[config.mk]
export PLATFORM = sky130hd
export DESIGN_NAME = forwarding_unit
export DESIGN_NICKNAME = d
export VERILOG_FILES = /design/src/rtl/forwarding_unit_pkg.sv /design/src/rtl/forwarding_unit_fwd_sel.sv /design/src/rtl/forwarding_unit_sat_cnt.sv /design/src/rtl/forwarding_unit.sv
export SDC_FILE = /design/constraint.sdc
export NUM_CORES = 1
export LEC_CHECK = 0
export ABC_AREA = 1
export CORE_ASPECT_RATIO = 1.5
export CORE_MARGIN = 2
export CORE_UTILIZATION = 49
export CTS_BUF_LIST = sky130_fd_sc_hd__clkbuf_4
export DETAILED_ROUTE_END_ITERATION = 8
export GPL_ROUTABILITY_DRIVEN = 0
export GPL_TIMING_DRIVEN = 0
export HOLD_SLACK_MARGIN = 0.08
export PLACE_DENSITY = 0.79
export SYNTH_ARGS = -nofsm -noshare
export SYNTH_HDL_FRONTEND = slang
export SYNTH_HIERARCHICAL = 1
export SYNTH_SLANG_ARGS = --single-unit
[constraint.sdc]
create_clock -name clk -period 2 [get_ports clk]
set_input_delay 0.3 -clock clk [delete_from_list [all_inputs] [get_ports clk]]
set_output_delay 0.3 -clock clk [all_outputs]
set_load 0.01 [all_outputs]
[src/rtl/forwarding_unit_pkg.sv]
// Shared pipeline constants: register-specifier width and EX operand-mux select codes.
package forwarding_unit_pkg;

  localparam int DEF_REG_ADDR_W = 5;

  localparam logic [1:0] FWD_RF    = 2'b00;
  localparam logic [1:0] FWD_MEMWB = 2'b01;
  localparam logic [1:0] FWD_EXMEM = 2'b10;

endpackage

[src/rtl/forwarding_unit_fwd_sel.sv]
// Single-operand forwarding select: combinational, zero latency, no flow control.
module fwd_sel
  import forwarding_unit_pkg::*;
#(
  parameter int REG_ADDR_W = DEF_REG_ADDR_W
) (
  input  logic [REG_ADDR_W-1:0] i_rs,
  input  logic                  i_ex_mem_wr,
  input  logic [REG_ADDR_W-1:0] i_ex_mem_rd,
  input  logic                  i_mem_wb_wr,
  input  logic [REG_ADDR_W-1:0] i_mem_wb_rd,
  output logic [1:0]            o_sel
);

  logic w_hit_exmem;
  logic w_hit_memwb;

  // x0 is hardwired to zero, so a write to it must never be forwarded
  assign w_hit_exmem = i_ex_mem_wr && (i_ex_mem_rd != '0) && (i_ex_mem_rd == i_rs);
  assign w_hit_memwb = i_mem_wb_wr && (i_mem_wb_rd != '0) && (i_mem_wb_rd == i_rs);

  always_comb begin
    o_sel = FWD_RF;
    if (w_hit_exmem) begin
      o_sel = FWD_EXMEM;
    end else if (w_hit_memwb) begin
      o_sel = FWD_MEMWB;
    end
  end

endmodule

[src/rtl/forwarding_unit_sat_cnt.sv]
// Saturating event counter: one-edge update latency, holds at all-ones, cleared by sync reset.
module sat_cnt #(
  parameter int CNT_W = 32
) (
  input  logic             clk,
  input  logic             reset,
  input  logic             i_inc,
  output logic [CNT_W-1:0] o_cnt
);

  logic [CNT_W-1:0] r_cnt;

  always_ff @(posedge clk) begin
    if (reset) begin
      r_cnt <= '0;
    end else if (i_inc && (r_cnt != {CNT_W{1'b1}})) begin
      r_cnt <= r_cnt + {{(CNT_W-1){1'b0}}, 1'b1};
    end
  end

  assign o_cnt = r_cnt;

endmodule

[src/rtl/forwarding_unit.sv]
// EX-stage data-hazard forwarding: selects are combinational (zero latency, no handshake);
// statistics counters are registered and saturate.
module forwarding_unit
  import forwarding_unit_pkg::*;
#(
  parameter int REG_ADDR_W = DEF_REG_ADDR_W,
  parameter int CNT_W      = 32
) (
  input  logic                  clk,
  input  logic                  reset,
  input  logic [REG_ADDR_W-1:0] id_ex_rs1,
  input  logic [REG_ADDR_W-1:0] id_ex_rs2,
  input  logic                  ex_mem_RegWrite,
  input  logic [REG_ADDR_W-1:0] ex_mem_rd,
  input  logic                  mem_wb_RegWrite,
  input  logic [REG_ADDR_W-1:0] mem_wb_rd,
  output logic [1:0]            ForwardA,
  output logic [1:0]            ForwardB,
  output logic [CNT_W-1:0]      fwd_exmem_cnt,
  output logic [CNT_W-1:0]      fwd_memwb_cnt
);

  logic [1:0] w_sel_a;
  logic [1:0] w_sel_b;
  logic       w_inc_exmem;
  logic       w_inc_memwb;

  fwd_sel #(.REG_ADDR_W(REG_ADDR_W)) u_sel_a (
    .i_rs        (id_ex_rs1),
    .i_ex_mem_wr (ex_mem_RegWrite),
    .i_ex_mem_rd (ex_mem_rd),
    .i_mem_wb_wr (mem_wb_RegWrite),
    .i_mem_wb_rd (mem_wb_rd),
    .o_sel       (w_sel_a)
  );

  fwd_sel #(.REG_ADDR_W(REG_ADDR_W)) u_sel_b (
    .i_rs        (id_ex_rs2),
    .i_ex_mem_wr (ex_mem_RegWrite),
    .i_ex_mem_rd (ex_mem_rd),
    .i_mem_wb_wr (mem_wb_RegWrite),
    .i_mem_wb_rd (mem_wb_rd),
    .o_sel       (w_sel_b)
  );

  // Pipeline state is not trustworthy during reset, so fall back to the register file
  assign ForwardA = reset ? FWD_RF : w_sel_a;
  assign ForwardB = reset ? FWD_RF : w_sel_b;

  assign w_inc_exmem = (ForwardA == FWD_EXMEM) || (ForwardB == FWD_EXMEM);
  assign w_inc_memwb = (ForwardA == FWD_MEMWB) || (ForwardB == FWD_MEMWB);

  sat_cnt #(.CNT_W(CNT_W)) u_cnt_exmem (
    .clk   (clk),
    .reset (reset),
    .i_inc (w_inc_exmem),
    .o_cnt (fwd_exmem_cnt)
  );

  sat_cnt #(.CNT_W(CNT_W)) u_cnt_memwb (
    .clk   (clk),
    .reset (reset),
    .i_inc (w_inc_memwb),
    .o_cnt (fwd_memwb_cnt)
  );

endmodule

==> run summary, run 1 <==
This memo summarizes the results of the implementation run.

Status
The run finished with clean final reports.

Synthesis
The number of synthesized flops with an enable pin is 0. The post-synthesis adder-cell area fraction is 0.00540. By count the netlist is led by sky130_fd_sc_hd__nand2_1, sky130_fd_sc_hd__nor2_1, sky130_fd_sc_hd__inv_1. For this run, asynchronously set or reset flops after synthesis account for 0. The most popular library cell in the synthesized design by count is sky130_fd_sc_hd__nand2_1. In this run, the synthesized area fraction spent on and/or/nand/nor cells is recorded as 0.537. Per the post-synthesis report, the number of cells in the design is 765. The xor-xnor portion of the synthesized cell area is 0.00378.

The most instantiated flip-flop cell in the synthesis netlist is sky130_fd_sc_hd__dfxtp_1. The net count after synthesis is 791. The multiplexer share of the synthesized area is 0. The share of the yosys chip area belonging to registers is 0.277. Dividing the synthesized area by the synthesized cell count gives ~6 um^2. The cell type that accounts for the most area after synthesis is sky130_fd_sc_hd__dfxtp_1. In the Yosys report the total cell count is 765. Per the synthesis report, the AND-OR/OR-AND share of the synthesized area is 0.0681. The netlist uses 30 different library cells.

The synthesis-stage register bit count is 64.

Routing
The first-iteration detailed-routing DRC count is 298. The highest metal layer with signal wires is met4. Summed over all nets, wire length on met3 after detailed routing comes to 871 um. The number of antenna-violating nets in the routed design is 0. The ratio of routed vias to standard cells is ~5.5. The post-route report lists met1 wire length as a little over 5 mm. In the routed design, unresolved DRC markers number 0.

The number of search-and-repair iterations in the first detailed-routing pass is 5.

Run
The number of maximum-capacitance violations is 0. The stage logs contain a warning count of 26.

CTS
The later pin in the worst-skew pair is clocked with a latency of about 450 ps. The root buffer cell is sky130_fd_sc_hd__clkbuf_4. TritonCTS built the clock tree. In this run, post-CTS hold repair placed 0 buffers.

The clock-pin slew of the registers on the worst-case setup and hold paths is 110 ps. The report lists the number of cells resized after CTS as 72. The number of levels in the clock H-tree is 3.

Setup path
The maximum single-stage delay on the critical path is ~270 ps. The setup path with the least slack is of type in2reg. Looking at the critical path, the highest net fanout was 8.

The signal on the critical path passes through clkdlybuf4s15_1 > inv_2 > nand2_2 > nand2_1 > nor2_1 > nand3_2 > nor2_4 > nor2_2 > inv_1 > nand3_1 > nand2_2 > buf_6 > inv_6 > nor2_4 > nand2_2 > inv_4 > nand2_4 > nor2_4 > nand3_2 > nand2_1 > nor2_1. The worst reg2reg path depth is 9. The data arrival at the endpoint of the critical path is 2260 ps. The required arrival time at the worst endpoint is 2340 ps. STA classifies the critical path endpoint as a flop. The worst flop-to-flop path startpoint is u_cnt_memwb/o_cnt[1].

Power
In this run the power spent charging and discharging nets is around 0.64 mW. The clock network power reported by the tool is 0.911 mW. Of the total power, combinational logic draws 0.086. The power report attributes to the clock group a share of 0.381. Across the VDD grid, the largest voltage drop is 0.307 mV. The share of total power dissipated in sequential elements is 0.533. The combinational power reported by the tool is 0.206 mW. In the power breakdown, the biggest contributor is registers. The switching part of the total is 0.268. The total power divided by cell area is approximately 400 nW/um^2. Internal power comes to between 1.5 and 2 mW. Power comes to 2.39 mW.

Global route
Recorded from the global router log, the overflow total was 0. The first global-routing pass estimated 22.5 mm of wire. The initial antenna violation count is 0.

Cells and area
The net count of the finished layout is 902. The number of multi-input combinational cells in the layout is 590. Summing all multi-input logic gate instances after layout gives 3010 um^2. The tally of clock buffers in the finished layout is 11.

The ratio of cells with drive above 1 in the final layout is 0.188. By instance count after routing, the leading logic cell type is sky130_fd_sc_hd__nand2_1. In the layout the commonest cells are sky130_fd_sc_hd__nand2_1, sky130_fd_sc_hd__nor2_1, sky130_fd_sc_hd__inv_1. In the final layout, excluding clock buffers the buffer count is 118.

The final instance count without filler cells is 993. The number of antenna diodes is 0. Counting the fill cells in the layout gives ~850.

STA
The final worst-path setup slack is 77.5 ps. The routed design could run at a clock period as short as 1920 ps. The final cycle utilization of the critical path is 0.961. The tightest hold margin is 422 ps.

The max-slew headroom at the worst pin is 0.560. The hold violation count in the final report is 0. The top achievable clock speed is 520 MHz.

Hold path
The worst hold path belongs to the class in2reg. The terminating pin of the worst hold path is u_cnt_memwb/o_cnt[11]. The report gives the cell count of the worst hold path as 2.

Place
The estimated wirelength of the detail-placed design is 10.6 mm. Prior to clock tree synthesis, the placed netlist has a worst setup slack of -983 ps.
[run 1: worst max path at each step]
stage / startpoint / end / slack, ps / cells after the start
after floorplan: id_ex_rs1[2] / u_cnt_memwb/o_cnt[25] / 90 / 19
after global placement: ex_mem_rd[1] / u_cnt_exmem/o_cnt[25] / -950 / 20
after detailed placement: ex_mem_rd[3] / u_cnt_exmem/o_cnt[25] / -980 / 20
after CTS: id_ex_rs1[4] / u_cnt_exmem/o_cnt[25] / 10 / 21
after global routing: id_ex_rs2[3] / u_cnt_exmem/o_cnt[25] / -40 / 21
final: id_ex_rs2[3] / u_cnt_exmem/o_cnt[25] / 80 / 21
[run 1: metal layers]
metal | up-vias | track usage
met5 | - | 0
met4 | 0 | 0.171
met3 | 67 | 0.0461
met2 | 247 | 0.522
met1 | 2485 | 0.268
li1 | 2642 | -
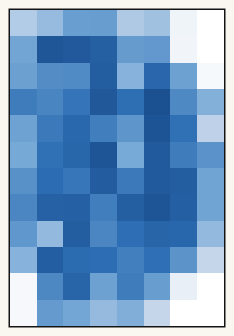
Figure 1: run 1, placement density heat map.
The die is cut into 8 by 12 equal tiles; white is low, dark blue is high, 0 to 100% covered.
nearly empty tiles: 5.2%
fullest tile: 87%
mean over tiles: 57%
Core ar.: 9200 um^2
Finished Core Util: 0.656
Starting Density: 0.504

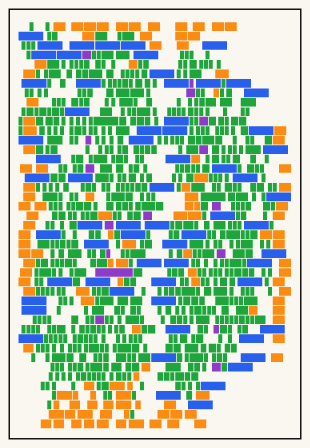
Figure 2: run 1, cells coloured by class.
[green] combinational and other logic | cells: 683 | share of their area: 57%
[blue] flops | cells: 64 | share of their area: 22%
[purple] clock drivers and dummy loads | cells: 16 | share of their area: 2.2%
[orange] other buffers and delay cells | cells: 118 | share of their area: 19%
Final Cell Area: 6030 um^2
share of cell area taken by flip-flops and latches: 0.212
placement row count: 43

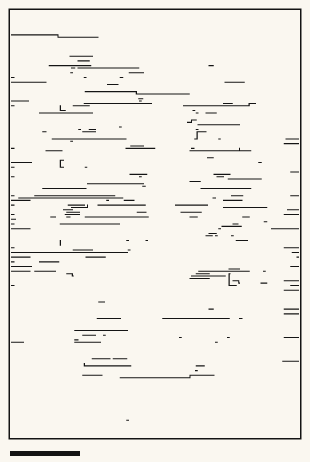
Figure 3: run 1, signal wires on met3.
The bar under the picture is 20 um long.
share of all routed wire: 6.1%
nets with wire on the layer: 122
main direction: horizontal
wire length on this layer: 872 um
longest straight run: 33.4 um
number of vias in the routed layout: 5441
met3 routing resource usage after global routing: 0.0461
wire length after detailed routing: 14.3 mm

==> run 1 -> run 2 <==
CAP_MARGIN = 15   (was unset)
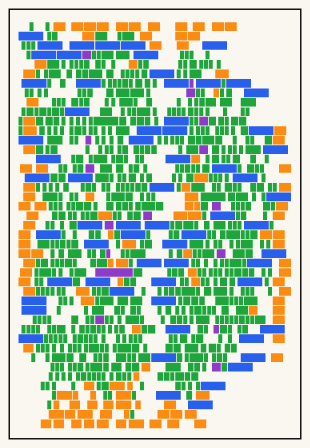
Figure 4: run 2, cells coloured by class.
[orange] other buffers and delay cells | cells: 118 | share of their area: 19%
[blue] flops | cells: 64 | share of their area: 22%
[green] combinational and other logic | cells: 683 | share of their area: 57%
[purple] clock drivers and dummy loads | cells: 16 | share of their area: 2.2%

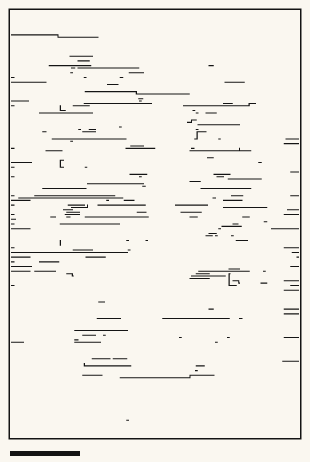
Figure 5: run 2, signal wires on met3.
The bar under the picture is 20 um long.
nets with wire on the layer: 122
longest straight run: 33.4 um
main direction: horizontal

==> run summary, run 2 <==
This memo summarizes the results of the implementation run.

STA
The worst path in the final design needs a cycle of 1920 ps, including I/O delays and setup. The critical path in the final layout is reported with a setup slack of a little under 80 ps. The top achievable clock speed is 520 MHz. The max-slew headroom at the worst pin is 0.560. On the final layout, the worst hold slack is between 400 and 500 ps. The final timing report lists a hold violation count of 0.

Synthesis
In this run the mean area of a mapped cell was 6.06 um^2. Summed over all instances, the cell type with the most area after synthesis is sky130_fd_sc_hd__dfxtp_1. Yosys mapped a number of flops with a built-in enable equal to 0.

Counting flops with an async set or reset pin after synthesis yields a share of 0. The share of the Yosys chip area taken by registers is 0.277. The cell count listed in synth_stat.txt is 765. The gate count after technology mapping is 765. Ranked by instance count, the synthesized netlist is headed by sky130_fd_sc_hd__nand2_1, sky130_fd_sc_hd__nor2_1, sky130_fd_sc_hd__inv_1.

Run
Summing over the stages, the warning tally comes to 26.

Power
After layout, the design draws a total of 2.39 mW. The peak supply drop is 0.307 mV. Of the total power, the clock network draws 0.381.

The heaviest power group is registers. The combinational power reported by the tool is 0.206 mW. The switching component of the power was reported as 0.641 mW. The share of total power dissipated in sequential elements is 0.533.

Setup path
The maximum fanout along the worst path is 8. The launch point of the critical path is id_ex_rs2[3]. The type of the worst setup path is in2reg.

The worst flop-to-flop path startpoint is u_cnt_memwb/o_cnt[1]. STA classifies the critical path endpoint as a flop. The data arrival at the endpoint of the critical path is 2260 ps. The required arrival time at the worst endpoint is about 2300 ps. The capture point of the critical path was reported as u_cnt_exmem/o_cnt[25]. The maximum single-stage delay on the critical path is approximately 270 ps.

Routing
The routed layout has 5441 vias. The met3 wire length is 871 um. In this run the remaining antenna-violating nets after routing total 0. For this block, the routed nets add up to 14.3 mm of wire. The pre-antenna-repair detailed-routing pass consisted of 5 iterations. After detailed routing, the wire length on met1 is ~5.1 mm.

The first routing iteration left 298 violations.

Cells and area
At the end of the flow the core is filled with cells to 0.656. After routing the design area is 6030 um^2. The most frequently placed logic cell in the final layout is sky130_fd_sc_hd__nand2_1. By instance count after routing, the leading logic cell types are sky130_fd_sc_hd__nand2_1, sky130_fd_sc_hd__nor2_1, sky130_fd_sc_hd__inv_1. The ratio of cells with drive above 1 in the final layout is 0.188. The finished layout holds 993 standard cells, fillers aside. At the end of the flow, the number of nets in the layout was 902. The number of antenna diodes is 0.

Global route
The initial antenna violation count is 0. The routing usage on met3 is 0.0461. After global routing the overflow that remains totals 0. The met1 layer usage reported by global route is 0.268. met2 track demand over resource after global routing is 0.522. The first global-routing pass estimated 22.5 mm of wire.

Floorplan
The initial cell density of the core is 0.504. In this run the standard cell core region covers 9200 um^2.

Place
The worst slack at placement is -983 ps. Detailed placement finished with a half-perimeter wire length of 10.6 mm.

CTS
Post-CTS repair ended up resizing between 70 and 80 cells. In the CTS report, the clock slew at the register clock pins of the worst setup and hold paths is listed as 110 ps. The TritonCTS clock tree is done.

Status
The flow ran to the end, and the final reports show no timing, DRC or antenna violations.

Hold path
In the hold timing report, the worst path depth is 2. The worst hold path class is in2reg.
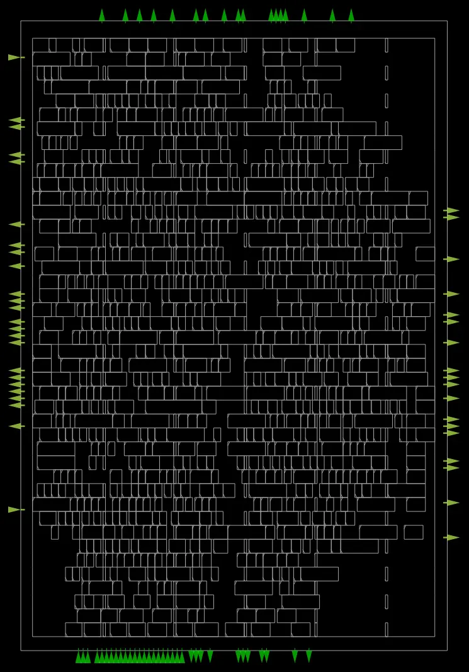
Figure 6: run 2, placement view.
inserted tap cell count: 112
fillers: 853
final sequential cell count: 64

-- run 2: cell counts after synthesis --
Identical to the previous run, type by type.
-- run 2: kinds of logic (layout without fill, tap and decap cells) --
family | count (synthesis) | after routing | synth area share
AOI/OAI and AO/OA | 58 | 58 | 0.0681
adders and majority gates | 2 | 2 | 0.00540
xor gates and xnor gates | 2 | 2 | 0.00378
DFF | 64 | 64 | 0.277
and+or+nand+nor | 528 | 528 | 0.537
buffers and inverters | 111 | 227 | 0.109
-- run 2: layout make-up --
type / count / area [um^2]
clock inverter: 5 / 47.5
fill: 853 / 3170
tap: 112 / 140
inverter: 93 / 359
sequential: 64 / 1280
buffer: 18 / 160
clock buffer: 11 / 82.6
timing repair buffer: 100 / 951
multi-input combinational: 590 / 3010
Figure 7. Placement density heat map (run 2).
The die is cut into 8 by 12 equal tiles; white is low, dark blue is high, 0 to 100% covered.
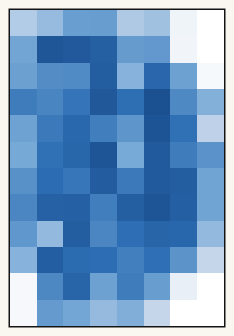

==> run 2 -> run 3 <==
SKIP_LAST_GASP = 1   (was unset)
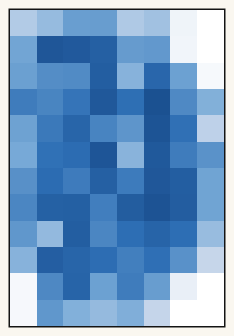
Figure 8: run 3, placement density heat map.
The die is cut into 8 by 12 equal tiles; white is low, dark blue is high, 0 to 100% covered.
tiles over 75% full: 30%
nearly empty tiles: 5.2%
mean over tiles: 57%
fullest tile: 87%
Finished Core Util: 0.654

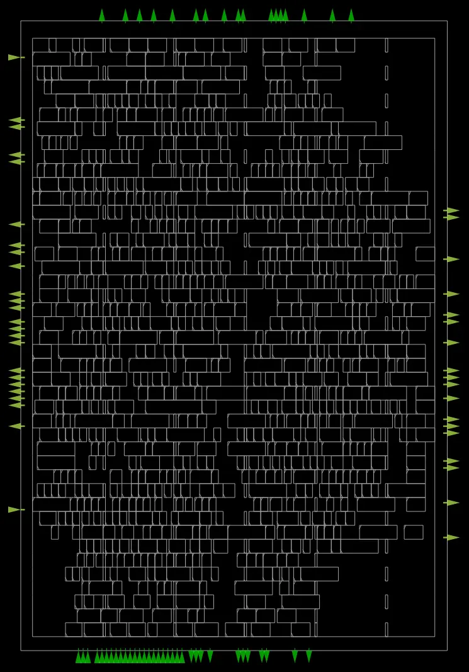
Figure 9: run 3, placement view.
share of cell area taken by flip-flops and latches: 0.213
final non-filler cell total: 993

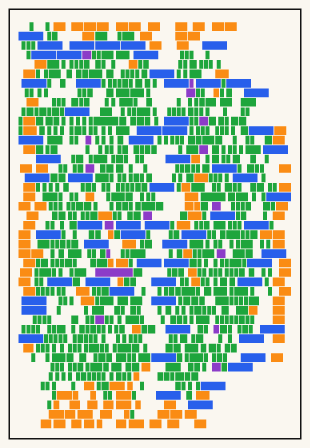
Figure 10: run 3, cells coloured by class.
[green] combinational and other logic | cells: 683 | share of their area: 57%
[orange] other buffers and delay cells | cells: 118 | share of their area: 19%
[purple] clock drivers and dummy loads | cells: 16 | share of their area: 2.2%
[blue] flops | cells: 64 | share of their area: 22%
Final Cell Area: 6020 um^2

==> run summary, run 3 <==
This memo summarizes the results of the implementation run.

CTS
The TritonCTS clock tree is done. The report puts the hold buffer count at CTS at 0. For reference, the clock transition at the flip-flops on the worst setup and hold paths is 110 ps. The number of levels in the clock H-tree is 3.

Power
The combinational gate power is 0.206 mW. Switching power as a fraction of the total was reported as 0.265. The power report attributes to the sequential group a share of 0.535. The power report lists cell-internal power as 1.75 mW.

Cells and area
The non-clock inverter total of the final layout is 93. Measured on the final layout, the clock distribution area share stands at 0.0216. The final antenna diode tally reported by the flow is 0.

The area taken by flip-flops and latches is roughly 1300 um^2. The layout buffering overhead excluding clock cells is 0.184. The net count reported at finish is 902. The area of the multi-input gates is 3010 um^2.

The logic gate fraction of the total cell area is 0.499.

Setup path
STA lists the startpoint of the worst register-to-register path as u_cnt_memwb/o_cnt[1]. The critical path maximum fanout is 8. For this run, the slowest stage of the critical path takes 260 ps. For reference, the critical path is launched at ex_mem_rd[2]. Walking the critical path from launch to capture passes 20 cell instances.

For reference, the critical path cell chain is dlygate4sd2_1 > inv_1 > nand2_1 > nand2_1 > nor2_2 > nand3_2 > nor2_4 > buf_4 > nand3_2 > nand2_2 > buf_6 > inv_4 > nor2_4 > nand2_2 > inv_2 > nand2_4 > nor2_4 > nand3_2 > nand2_1 > nor2_1. In this run the worst setup path terminates at u_cnt_exmem/o_cnt[25].

Global route
The routing usage on met3 is 0.0394. The met1 layer usage reported by global route is 0.268. For this run the aggregate overflow at the end of global routing stands at 0. The initial antenna violation count is 0. The global routing usage on met2 is 0.518.

Hold path
The worst hold path belongs to the class in2reg.

Synthesis
Among all cell types in the netlist, the one instantiated most often is sky130_fd_sc_hd__nand2_1. In the Yosys report the total cell count is around 770. Counting flops and latches in the post-synthesis netlist gives approximately 64. In this run, the synthesized area fraction spent on adder and majority cells is recorded as 0.00540. Per the synthesis report, the XOR/XNOR share of the synthesized area is 0.00378.

Status
The flow ran to the end, and the final reports show no timing, DRC or antenna violations.

Place
The estimated wirelength of the detail-placed design is 10.6 mm.

STA
The final cycle utilization of the critical path is 0.954. The smallest clock period supported by the final layout is computed as between 1500 and 2000 ps.

Run
The number of maximum-capacitance violations is 0.

Floorplan
After floorplanning, the core was sized to cover 9200 um^2. After floorplanning, the core was divided into 43 placement rows. For this configuration, the core starts out at a cell density of 0.504.

Routing
In this run, the number of DRC markers left after iteration 0 of detailed routing was 339. The number of antenna-violating nets in the routed design is 0. Across all layers, the routed design uses 5411 vias.
run 3: cell counts after synthesis:
No cell type changed its count.
run 3: worst min-delay path by stage:
stage	to	from	slack, ps	depth (start not counted)
CTS	u_cnt_exmem/o_cnt[1]	u_cnt_exmem/o_cnt[1]	520	2
global route	u_cnt_exmem/o_cnt[11]	reset	440	2
global placement	u_cnt_exmem/o_cnt[1]	u_cnt_exmem/o_cnt[1]	490	2
detailed placement	u_cnt_exmem/o_cnt[1]	u_cnt_exmem/o_cnt[1]	500	2
floorplan	u_cnt_exmem/o_cnt[0]	reset	370	1
finish	u_cnt_memwb/o_cnt[11]	reset	420	2
run 3: timing repair:
action / in CTS / in global routing
pin swaps: 13 / 17
resized: 69 / 36
gates cloned: 0 / 0
setup buffers: 7 / 2
setup endpoints to repair: 54 / 57
No activity file was given, so power comes from the tool's default toggle rates.
